==> config.mk <==
export PLATFORM = sky130hd
export DESIGN_NAME = divider_iterative
export DESIGN_NICKNAME = d
export VERILOG_FILES = /design/src/rtl/m_ext_pkg.sv /design/src/rtl/div_step.sv /design/src/rtl/divider_iterative.sv
export SDC_FILE = /design/constraint.sdc
export NUM_CORES = 1
export LEC_CHECK = 0
export CAP_MARGIN = 25
export CORE_ASPECT_RATIO = 1.25
export CORE_MARGIN = 5
export CORE_UTILIZATION = 53
export DETAILED_ROUTE_END_ITERATION = 8
export GPL_TIMING_DRIVEN = 0
export PLACE_DENSITY = 0.86
export REMOVE_ABC_BUFFERS = 1
export SKIP_CTS_REPAIR_TIMING = 1
export SLEW_MARGIN = 20
export SYNTH_ARGS = -nofsm -noshare
export SYNTH_HDL_FRONTEND = slang
export SYNTH_SLANG_ARGS = --single-unit
==> constraint.sdc <==
create_clock -name clk -period 3.9 [get_ports clk]
set_input_delay 0.39 -clock clk [delete_from_list [all_inputs] [get_ports clk]]
set_output_delay 0.39 -clock clk [all_outputs]
set_load 0.03 [all_outputs]
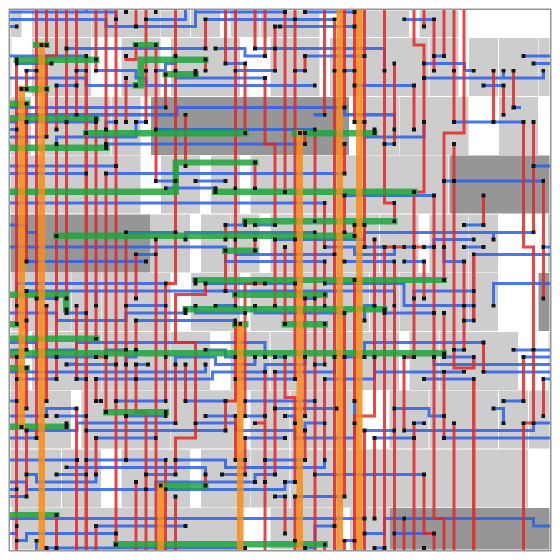
Figure 1: close-up of the layout.
Region (91, 115) to (116, 140) um. Cells in grey, sequential cells in the stronger grey; small squares are vias.
- metal 4: orange
- metal 1: blue
- metal 3: green
- metal 2: red
- cells with their middle in the window: 65
- most frequent: o21ai_0 (9), nand2_1 (8), a21oi_1 (7)
- sequential cells in the window: 4

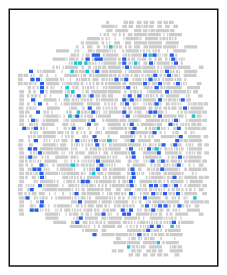
Figure 2: logic cells by family.
(1.5 px per um)
- xor and xnor cells: blue (cells 142)
- non-inverting ao/oa cells: cyan (cells 23)
final cell count without fillers: 1,720
fraction of area in multi-input gates: 54.3%
Commonest Layout Cell: o21ai_0

==> highlights.md <==
• **Post-DP HPWL** 21.7 mm
• **tally of max-capacitance violations** 0
• **fin util** 63.4%
• **# diodes** 0
• **final critical-path setup slack** 0.236 ns
• **Sequential Area** 3450 um2
• **CTS tree** done
• **non-clock buffer contribution to total cell area** 9.62%
• **sequential share of cell area** 27.0%
• **static leakage** 0.00525 uW
• **maximum number of pins on one net before global-route repair** 101
• **Routability Congestion** 0.936
• **Max-Slew Margin vs Limit** 31.7%
• **share of cells above drive strength 1** 5.45%
• **path class of the lowest-slack min-delay path** in2async
• **flops out of synthesis** 138
• **Worst Setup Path Type** in2reg
• **Setup TNS Final** 0 ns
• **worst-margin pin slew** 1.03 ns
• **number of endpoints with negative hold slack in the final report** 0
• **total cells reported by yosys after synthesis** 1,382
• **Detailed Routing Iterations Pass 1** 6
• **sequential share of the synthesized area** 31.8%
• **status** completed
• **synthesized chip area reported by yosys** 10,900 um2
• **Fill cells** 1,716
• **maximum fanout count along the critical path** 10
• **Fin Hold WS** 0.322 ns
• **Die X** 138 um
• **most used cells in the layout excluding fill and tap cells** 171 x o21ai_0, 166 x nand2_1, 137 x dfrtp_1
• **ys async rst share** 100%
• **cell total after placement** 1,685
• **number of library cell types mapped by synthesis** 65
• **Congestion Overflow GR** 0
• **crit path launch type** input port
• **tally of yosys warning messages** 0
• **overall power after layout** 11,200 uW
• **number of clock sinks seen by CTS** 138
• **endpoints failing setup** 0
• **maximum level of the CTS H-tree** 4
• **synthesis-to-layout area growth** 17.8%
• **WL per Instance** 17.1 um
• **clock network contribution to total cell area** 4.80%
• **count of inserted tapcells** 270
[routing by layer]
layer	part of all wire, %	vias up	global-route usage (%)
met5	0.027	-	0
met4	3.1	2	9.02
met3	6.9	85	4.36
met2	49	442	42.7
met1	41	4911	31.0
li1	-	5052	-
[kinds of logic (layout without fill, tap and decap cells)]
kind of cell	Yosys count	count (layout)	synth area share [%]
buf+inv	132	200	4.90
mux	23	23	2.13
xor+xnor	142	142	11.4
flops	138	138	31.8
compound gates	466	466	25.4
simple gates	437	437	19.2
fa+ha+maj	44	44	5.14
[synthesized netlist by cell type, types with 3 or more instances]
master	n	area, um2
clkbuf_1	55	206
and3_1	5	31.3
o22ai_1	7	43.8
a21boi_0	3	22.5
nor2b_1	10	62.6
or4_4	4	45.0
nand2_1	168	631
nand4_1	18	113
dfrtp_1	138	3450
nor4_1	12	75.1
mux2i_1	22	220
a21oi_1	133	666
o21ai_1	7	35.0
buf_2	18	90.1
o21a_1	7	52.6
ha_1	43	538
o31ai_1	28	210
xnor2_1	72	631
nand2b_1	21	131
o41ai_1	16	140
or3_1	18	113
and2_1	4	25.0
nand3_1	15	75.1
a211oi_1	6	45.0
xor2_1	70	613
o21bai_1	6	45.0
nor2_1	111	417
nor3_1	16	80.1
a31oi_1	20	125
nor4b_1	3	26.3
nand3b_1	3	22.5
inv_1	54	203
o211ai_1	27	203
or2_2	5	31.3
or4_1	12	90.1
o221ai_1	7	61.3
o21ai_0	171	856
a21o_1	12	90.1
[power by group]
| group | internal [uW] | switching [uW] |
|---|---|---|
| Clock | 1050 | 632 |
| Combinational | 2760 | 3900 |
| Sequential | 2050 | 763 |
| Total | 5860 | 5300 |
Power figures rest on the tool's default switching activity, not on a simulated workload.
